==> run_1/final_congestion.png <==
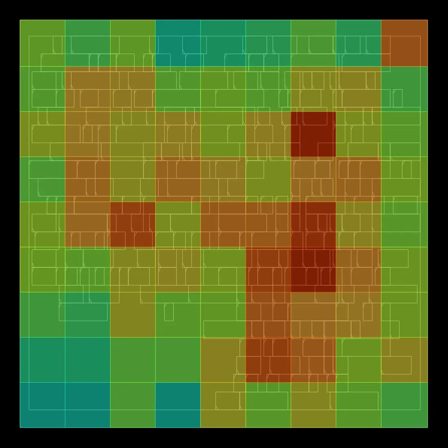
==> run_1/cell_classes.png <==
Bar = 20 um.
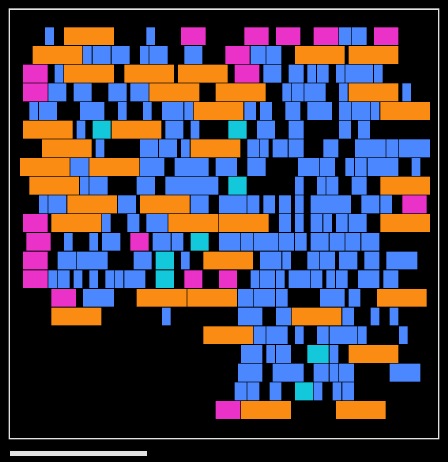
==> run_1/clock_map.png <==
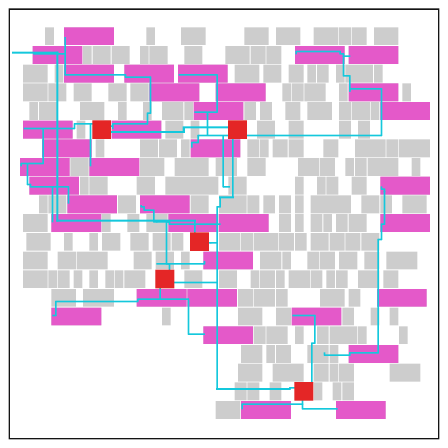
==> src/rtl/keypad_lock_ctrl.sv <==
// keypad_lock_ctrl
//   Keypad door lock controller. Collects a password digit by digit, checks it
//   on an enter strobe, opens the door for a timed window on a match, counts
//   consecutive failures and raises a timed alarm lockout after MAX_TRIES.
//
// Ports
//   clk          in   system clock, rising edge
//   reset        in   synchronous active-high reset
//   digit_valid  in   strobe: digit is valid
//   digit        in   [DIGIT_W] keypad digit
//   enter        in   strobe: submit current entry
//   clear        in   strobe: discard current entry
//   prog_req     in   strobe: request password change (PW_PROG_EN builds only)
//   access       out  door unlock, high while open
//   alram        out  alarm, high during lockout
//   locked       out  keypad locked out
//   count        out  [CNT_W] consecutive failed attempts
//   entry_len    out  [LEN_W] digits buffered, saturates at PW_DIGITS
//
// Build option
//   PW_PROG_EN   adds the PROG state: prog_req while open lets a new password
//                be entered. Without it the password is the constant DEFAULT_PW.
module keypad_lock_ctrl #(
  parameter int DIGIT_W     = 4,
  parameter int PW_DIGITS   = 4,
  parameter logic [PW_DIGITS*DIGIT_W-1:0] DEFAULT_PW = 16'h1234,
  parameter int MAX_TRIES   = 3,
  parameter int OPEN_CYC    = 100,
  parameter int LOCKOUT_CYC = 1000,
  localparam int CNT_W      = $clog2(MAX_TRIES + 1),
  localparam int LEN_W      = $clog2(PW_DIGITS + 1)
) (
  input  logic               clk,
  input  logic               reset,
  input  logic               digit_valid,
  input  logic [DIGIT_W-1:0] digit,
  input  logic               enter,
  input  logic               clear,
  input  logic               prog_req,
  output logic               access,
  output logic               alram,
  output logic               locked,
  output logic [CNT_W-1:0]   count,
  output logic [LEN_W-1:0]   entry_len
);

  localparam int PW_W    = PW_DIGITS * DIGIT_W;
  localparam int TMR_MAX = (OPEN_CYC > LOCKOUT_CYC) ? OPEN_CYC : LOCKOUT_CYC;
  localparam int TMR_W   = $clog2(TMR_MAX + 1);

  typedef enum logic [1:0] {
    S_IDLE,
    S_OPEN,
`ifdef PW_PROG_EN
    S_PROG,
`endif
    S_LOCKOUT
  } state_t;

  state_t             state_q, state_d;
  logic [PW_W-1:0]    buf_q, buf_d;
  logic [LEN_W-1:0]   entry_len_q, entry_len_d;
  logic               ovf_q, ovf_d;
  logic [CNT_W-1:0]   count_q, count_d;
  logic [TMR_W-1:0]   timer_q, timer_d;
  logic               access_q, access_d;
  logic               alram_q, alram_d;
  logic               locked_q, locked_d;
  logic [PW_W-1:0]    pw_cur;

`ifdef PW_PROG_EN
  logic [PW_W-1:0]    pw_q, pw_d;
  assign pw_cur = pw_q;
`else
  logic               unused_prog_req;
  assign pw_cur          = DEFAULT_PW;
  assign unused_prog_req = prog_req;
`endif

  logic len_full;
  logic entry_ok;
  logic match;

  assign len_full = (entry_len_q == LEN_W'(PW_DIGITS));
  // A complete, non-overflowed entry; also the condition for accepting a new password.
  assign entry_ok = len_full && !ovf_q;
  assign match    = entry_ok && (buf_q == pw_cur);

  always_comb begin
    state_d     = state_q;
    buf_d       = buf_q;
    entry_len_d = entry_len_q;
    ovf_d       = ovf_q;
    count_d     = count_q;
    timer_d     = timer_q;
    access_d    = access_q;
    alram_d     = alram_q;
    locked_d    = locked_q;
`ifdef PW_PROG_EN
    pw_d        = pw_q;
`endif

    case (state_q)
      S_IDLE: begin
        if (clear) begin
          buf_d       = '0;
          entry_len_d = '0;
          ovf_d       = 1'b0;
        end else if (enter) begin
          buf_d       = '0;
          entry_len_d = '0;
          ovf_d       = 1'b0;
          if (match) begin
            state_d  = S_OPEN;
            access_d = 1'b1;
            count_d  = '0;
            timer_d  = TMR_W'(OPEN_CYC - 1);
          end else if (int'(count_q) + 1 < MAX_TRIES) begin
            count_d = count_q + CNT_W'(1);
          end else begin
            count_d  = CNT_W'(MAX_TRIES);
            state_d  = S_LOCKOUT;
            alram_d  = 1'b1;
            locked_d = 1'b1;
            timer_d  = TMR_W'(LOCKOUT_CYC - 1);
          end
        end else if (digit_valid) begin
          // A digit past a full entry poisons it rather than shifting.
          if (len_full) begin
            ovf_d = 1'b1;
          end else begin
            buf_d       = (buf_q << DIGIT_W) | PW_W'(digit);
            entry_len_d = entry_len_q + LEN_W'(1);
          end
        end
      end

      S_OPEN: begin
`ifdef PW_PROG_EN
        if (prog_req) begin
          // Timer halts while programming; access stays high.
          state_d = S_PROG;
        end else
`endif
        if (timer_q == '0) begin
          state_d  = S_IDLE;
          access_d = 1'b0;
        end else begin
          timer_d = timer_q - TMR_W'(1);
        end
      end

`ifdef PW_PROG_EN
      S_PROG: begin
        if (clear) begin
          buf_d       = '0;
          entry_len_d = '0;
          ovf_d       = 1'b0;
        end else if (enter) begin
          if (entry_ok) pw_d = buf_q;
          buf_d       = '0;
          entry_len_d = '0;
          ovf_d       = 1'b0;
          state_d     = S_IDLE;
          access_d    = 1'b0;
        end else if (digit_valid) begin
          if (len_full) begin
            ovf_d = 1'b1;
          end else begin
            buf_d       = (buf_q << DIGIT_W) | PW_W'(digit);
            entry_len_d = entry_len_q + LEN_W'(1);
          end
        end
      end
`endif

      S_LOCKOUT: begin
        if (timer_q == '0) begin
          state_d  = S_IDLE;
          alram_d  = 1'b0;
          locked_d = 1'b0;
          count_d  = '0;
        end else begin
          timer_d = timer_q - TMR_W'(1);
        end
      end

      default: state_d = S_IDLE;
    endcase
  end

  always_ff @(posedge clk) begin
    if (reset) begin
      state_q     <= S_IDLE;
      buf_q       <= '0;
      entry_len_q <= '0;
      ovf_q       <= 1'b0;
      count_q     <= '0;
      timer_q     <= '0;
      access_q    <= 1'b0;
      alram_q     <= 1'b0;
      locked_q    <= 1'b0;
`ifdef PW_PROG_EN
      pw_q        <= DEFAULT_PW;
`endif
    end else begin
      state_q     <= state_d;
      buf_q       <= buf_d;
      entry_len_q <= entry_len_d;
      ovf_q       <= ovf_d;
      count_q     <= count_d;
      timer_q     <= timer_d;
      access_q    <= access_d;
      alram_q     <= alram_d;
      locked_q    <= locked_d;
`ifdef PW_PROG_EN
      pw_q        <= pw_d;
`endif
    end
  end

  assign access    = access_q;
  assign alram     = alram_q;
  assign locked    = locked_q;
  assign count     = count_q;
  assign entry_len = entry_len_q;

endmodule

==> config.mk <==
export PLATFORM = sky130hd
export DESIGN_NAME = keypad_lock_ctrl
export DESIGN_NICKNAME = d
export VERILOG_FILES = /design/src/rtl/keypad_lock_ctrl.sv
export SDC_FILE = /design/constraint.sdc
export NUM_CORES = 1
export LEC_CHECK = 0
export CORE_UTILIZATION = 52
export CTS_CLUSTER_SIZE = 30
export DETAILED_ROUTE_END_ITERATION = 8
export PLACE_DENSITY = 0.82
export SETUP_SLACK_MARGIN = 0.15
export SLEW_MARGIN = 20
export SYNTH_ARGS = -nofsm -noshare
export SYNTH_HDL_FRONTEND = slang
export SYNTH_SLANG_ARGS = --single-unit
==> constraint.sdc <==
create_clock -name clk -period 3.05 [get_ports clk]
set_input_delay 0.61 -clock clk [delete_from_list [all_inputs] [get_ports clk]]
set_output_delay 0.61 -clock clk [all_outputs]
set_load 0.02 [all_outputs]
==> results.sh, run 1 <==
# source this file to load flow results
export IMPL_p_seq_frac=0.576
export IMPL_syn_avg_cell_area_um2=8.44
export IMPL_start_kind="flip-flop"
export IMPL_worst_slew_pin_slew_ns=0.679
export IMPL_synthTopCellsByArea="dfxtp_1 (38%), a22oi_1 (6.8%), nor2_1 (5.4%)"
export IMPL_io_pin_count=18
export IMPL_seq_share=0.335
export IMPL_cp_max_fo=10
export IMPL_rsz0062_at_grt="false"
export IMPL_rows=21
export IMPL_cts_made_buffers=5
export IMPL_pwr_share_clk=0.309
export IMPL_fp_dieH_um=62.3
export IMPL_nets=257
export IMPL_grt_use_met3=0.0515
export IMPL_hold_slack_ns=0.506
export IMPL_p_total_mw=0.844
export IMPL_cp_slowest_cell="or4b_1"
export IMPL_seq_area_frac_synth=0.381
export IMPL_final_cell_area_um2=2150
export IMPL_dp_cells=279
export IMPL_dominant_cell_class="combinational gates"
export IMPL_syn_to_final_growth_pct=13.8
export IMPL_worst_setup_path_end_kind="flip-flop"
export IMPL_maxCapViolCount=0
export IMPL_clock_buffers=5
export IMPL_warning_count=31
export IMPL_enable_flop_cells=0
export IMPL_cp_cell_sequence="inv_1 -> ha_1 -> inv_1 -> a31oi_1 -> a21oi_1 -> or4b_1 -> a21oi_1"
export IMPL_yosys_warnings=0
export IMPL_status="completed"
export IMPL_top_layer="met4"
export IMPL_dieWidth_um=62.3
export IMPL_buf_share=0.0849
export IMPL_core_area_um2=3420
export IMPL_grt_max_degree=29
export IMPL_top_register="buf_q"
export IMPL_routed_wl_um=4140
export IMPL_path_depth=7
export IMPL_power_leader="sequential cells"
export IMPL_slew_limit_headroom=0.543
export IMPL_setup_ws_ns=0.698
export IMPL_final_cell_mix="dfxtp_1 (36), nor2_1 (27), a22oi_1 (17)"
export IMPL_synth_cells=224
export IMPL_post_cts_buffers=0
export IMPL_p_sw_mw=0.234
export IMPL_worstSetupPathType="flip-flop to flip-flop"
export IMPL_fin_cells=287
export IMPL_lay_top_count="dfxtp_1"
export IMPL_wl_met1_um=1940
export IMPL_max_freq_ghz=0.425
export IMPL_worstPathArrival_ns=2.62
export IMPL_worstReg2RegEnd="timer_q[4]"
export IMPL_clk_pin_slew_ns=0.12
export IMPL_hold_viol=0
export IMPL_synthesis_area_um2=1890
export IMPL_comb_cells=166
export IMPL_synth_flops=36
export IMPL_drc=0
export IMPL_setup_violations=0
export IMPL_ctsResizeCount=0
export IMPL_p_comb_frac=0.115
export IMPL_seq_cell_count=36
export IMPL_min_from="locked"
export IMPL_dr_pass1_iters=5
export IMPL_peakVddDrop_mv=0.356
export IMPL_cts_sinks=36
export IMPL_dr_wl_met2_um=1970
export IMPL_drv_slew=0
export IMPL_swShare=0.277
export IMPL_cellLeakagePower_nw=0.728
export IMPL_n_antenna_cell=0
export IMPL_p_per_area_nw_per_um2=393
export IMPL_cts_hold_buf=0
export IMPL_critPathMaxStageDelay_ns=0.55
export IMPL_simple_gate_share=0.250
export IMPL_h_tree_depth=2
export IMPL_hold_end="locked"
## Picture notes: final_congestion.png
met2 usage: 0.375
Global Route met1 Usage: 0.302
Avg WL per Cell: 14.4 um

## Picture notes: cell_classes.png
| class | colour | cells | share of their area |
|---|---|---|---|
| clock drivers and dummy loads | cyan | 8 | 2.9% |
| all other logic | blue | 178 | 54% |
| other buffers and delay cells | magenta | 19 | 8.7% |
| flops | orange | 36 | 34% |

## Picture notes: clock_map.png
[clock wires] cyan | length: 426 um
[cells driving clock nets] red | count: 5
[flip-flops] magenta | count: 36
flops lie: all over the die
routed clock nets: 6

==> run 2: changes to the inputs <==
--- a/config.mk
+++ b/config.mk
@@ -5,10 +5,10 @@
 export SDC_FILE = /design/constraint.sdc
 export NUM_CORES = 1
 export LEC_CHECK = 0
-export CORE_UTILIZATION = 52
+export CORE_UTILIZATION = 51
 export CTS_CLUSTER_SIZE = 30
 export DETAILED_ROUTE_END_ITERATION = 8
-export PLACE_DENSITY = 0.82
+export PLACE_DENSITY = 0.84
 export SETUP_SLACK_MARGIN = 0.15
 export SLEW_MARGIN = 20
 export SYNTH_ARGS = -nofsm -noshare
==> constraint.sdc (replaced) <==
create_clock -name clk -period 2 [get_ports clk]
set_input_delay 0.4 -clock clk [delete_from_list [all_inputs] [get_ports clk]]
set_output_delay 0.4 -clock clk [all_outputs]
set_load 0.02 [all_outputs]
==> run_2/pdn.png <==
Pins as bars on the die edge. Tap cells in grey.
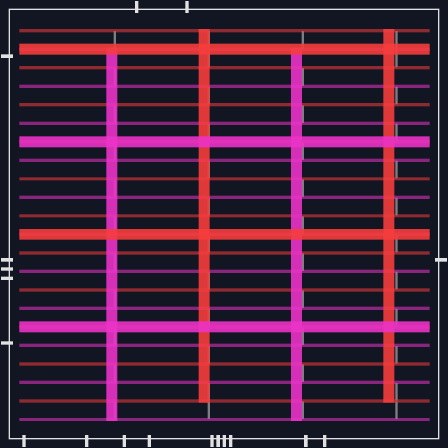
| net | colour |
|---|---|
| VSS | magenta |
| VDD | red |
met4 straps: 4
rows: 21
met5 straps: 4

==> run_2/cell_classes.png <==
Bar = 20 um.
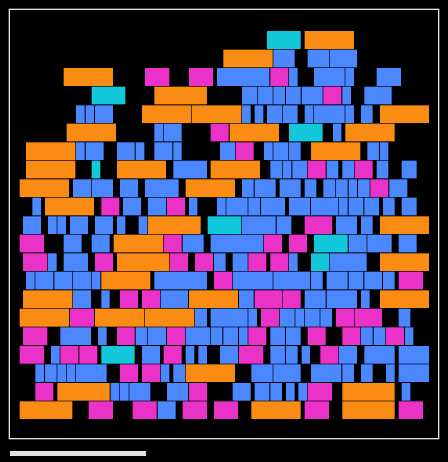
| class | colour | cells | share of their area |
|---|---|---|---|
| flops | orange | 36 | 29% |
| other buffers and delay cells | magenta | 56 | 19% |
| all other logic | blue | 178 | 49% |
| clock drivers and dummy loads | cyan | 8 | 3.7% |

==> results.sh, run 2 <==
# source this file to load flow results
export IMPL_place_area_um2=2340
export IMPL_nets=294
export IMPL_antenna_found_initial=0
export IMPL_p_total_mw=1.46
export IMPL_ys_cells=224
export IMPL_synth_flops=36
export IMPL_use_met2=0.476
export IMPL_rows=21
export IMPL_io_pin_count=18
export IMPL_fp_dieH_um=62.9
export IMPL_cts_root_buffer="clkbuf_8"
export IMPL_peakVddDrop_mv=0.408
export IMPL_p_sw_mw=0.367
export IMPL_maxCapViolCount=0
export IMPL_path_buffers=1
export IMPL_worstReg2RegEnd="timer_q[4]"
export IMPL_dieWidth_um=62.9
export IMPL_dr_pass1_iters=5
export IMPL_enable_flop_cells=0
export IMPL_reg2reg_slack_ns=0.02
export IMPL_path_depth=6
export IMPL_pwr_share_clk=0.370
export IMPL_grt_use_met3=0.0766
export IMPL_setup_ws_ns=0.0185
export IMPL_pg_clk_mw=0.539
export IMPL_cts_made_buffers=5
export IMPL_clockNetworkAreaShare=0.0364
export IMPL_fin_setup_tns_ns=0
export IMPL_warning_count=35
export IMPL_grt_max_degree=24
export IMPL_synthTopCellsByArea="dfxtp_1 (38%), a22oi_1 (6.8%), nor2_1 (5.4%)"
export IMPL_setup_violations=0
export IMPL_seq_cell_count=36
export IMPL_worstPathArrival_ns=2.21
export IMPL_buf_share=0.183
export IMPL_grt_pass1_vias=1843
export IMPL_drv_slew=0
export IMPL_post_drt_wl_per_cell_um=15.7
export IMPL_post_cts_buffers=3
export IMPL_routed_wl_um=5070
export IMPL_worst_setup_path_end_kind="flip-flop"
export IMPL_start_kind="flip-flop"
export IMPL_synthArstFlopShare=0
export IMPL_drtIter0Drc=151
export IMPL_top_usage_layer="met2"
export IMPL_dp_cells=310
export IMPL_comb_cells=166
export IMPL_synthesis_nets=241
export IMPL_final_cell_mix="buf_4 (37), dfxtp_1 (29), nor2_1 (26)"
export IMPL_fillers=243
export IMPL_fin_cells=324
export IMPL_pre_cts_slack_ns=-0.0961
export IMPL_worstSetupPathType="flip-flop to flip-flop"
export IMPL_status="completed"
export IMPL_clock_buffers=7
export IMPL_simple_gate_share=0.250
export IMPL_cp_max_fo=4
export IMPL_yosys_warnings=0
export IMPL_drc=0
export IMPL_endpoint="timer_q[4]"
export IMPL_hold_viol=0
export IMPL_most_common_cell="dfxtp_1"
export IMPL_seq_share=0.283
export IMPL_power_leader="sequential cells"
export IMPL_largest_area_cell="dfxtp_1"
export IMPL_dominant_cell_class="combinational gates"
export IMPL_top_register="buf_q"
export IMPL_dr_total_vias=1934
export IMPL_cts_tree="done"
export IMPL_rsz0062_at_grt="true"
export IMPL_n_antenna_cell=0
export IMPL_cp_startpoint="buf_q[7]"
export IMPL_cts_sinks=36
export IMPL_p_per_area_nw_per_um2=566
export IMPL_cp_slowest_cell="or4b_4"
export IMPL_core_area_um2=3440
export IMPL_seq_area_frac_synth=0.381
export IMPL_hold_end="locked"
export IMPL_clock_latency_ns=0.29
export IMPL_dr_wl_met2_um=2590
export IMPL_final_cell_area_um2=2570
export IMPL_wl_met3_um=290
export IMPL_grt_use_met1=0.289
export IMPL_min_from="locked"
export IMPL_ys_sh_adder=0.0463
export IMPL_swShare=0.252
export IMPL_p_seq_frac=0.508
export IMPL_min_period_ns=1.98
export IMPL_synth_cell_types=52
export IMPL_wl_met1_um=2050
export IMPL_syn_to_final_growth_pct=36.2
export IMPL_top_cells_by_count="dfxtp_1 (36), nor2_1 (27), a22oi_1 (17)"
export IMPL_critPathMaxStageDelay_ns=0.55
export IMPL_synth_cells=224
export IMPL_hold_slack_ns=0.486
export IMPL_cts_max_path_buffers=2
export IMPL_p_seq_mw=0.741
export IMPL_period_used=0.991
export IMPL_intPower_mw=1.09
export IMPL_holdPathStages=2
export IMPL_ctsResizeCount=14
export IMPL_cellLeakagePower_nw=0.965
export IMPL_lay_top_count="buf_4"
export IMPL_h_tree_depth=2
export IMPL_worst_slew_pin_slew_ns=0.376
export IMPL_cp_required_ns=2.23
export IMPL_ff_type="dfxtp_1"
export IMPL_p_comb_frac=0.122
export IMPL_clk_pin_slew_ns=0.07
export IMPL_hpwl_um=3510
export IMPL_slew_limit_headroom=0.749
export IMPL_pg_comb_mw=0.178
export IMPL_synthesis_area_um2=1890
export IMPL_postLayoutCoreUtil=0.748
export IMPL_io_buffers=16
export IMPL_nNonClkBuffers=56
export IMPL_regArea_um2=729
export IMPL_synth_chip_area_um2=1890
export IMPL_drive_above_1_share=0.299
export IMPL_cpLargestDelayFamily="simple AND/OR/NAND/NOR gates"
export IMPL_max_freq_ghz=0.505
export IMPL_top_layer="met4"
export IMPL_mux_area_frac=0.0113
export IMPL_grt_first_pass_wirelength_um=8260
export IMPL_dieArea_um2=3950
export IMPL_cp_cell_sequence="or4b_4 -> nor4_4 -> buf_4 -> a21oi_4 -> or4b_4 -> a21oi_2"
export IMPL_timing_rr_start="buf_q[7]"
export IMPL_syn_avg_cell_area_um2=8.44
export IMPL_cts_hold_buf=0
export IMPL_initial_utilization=0.549
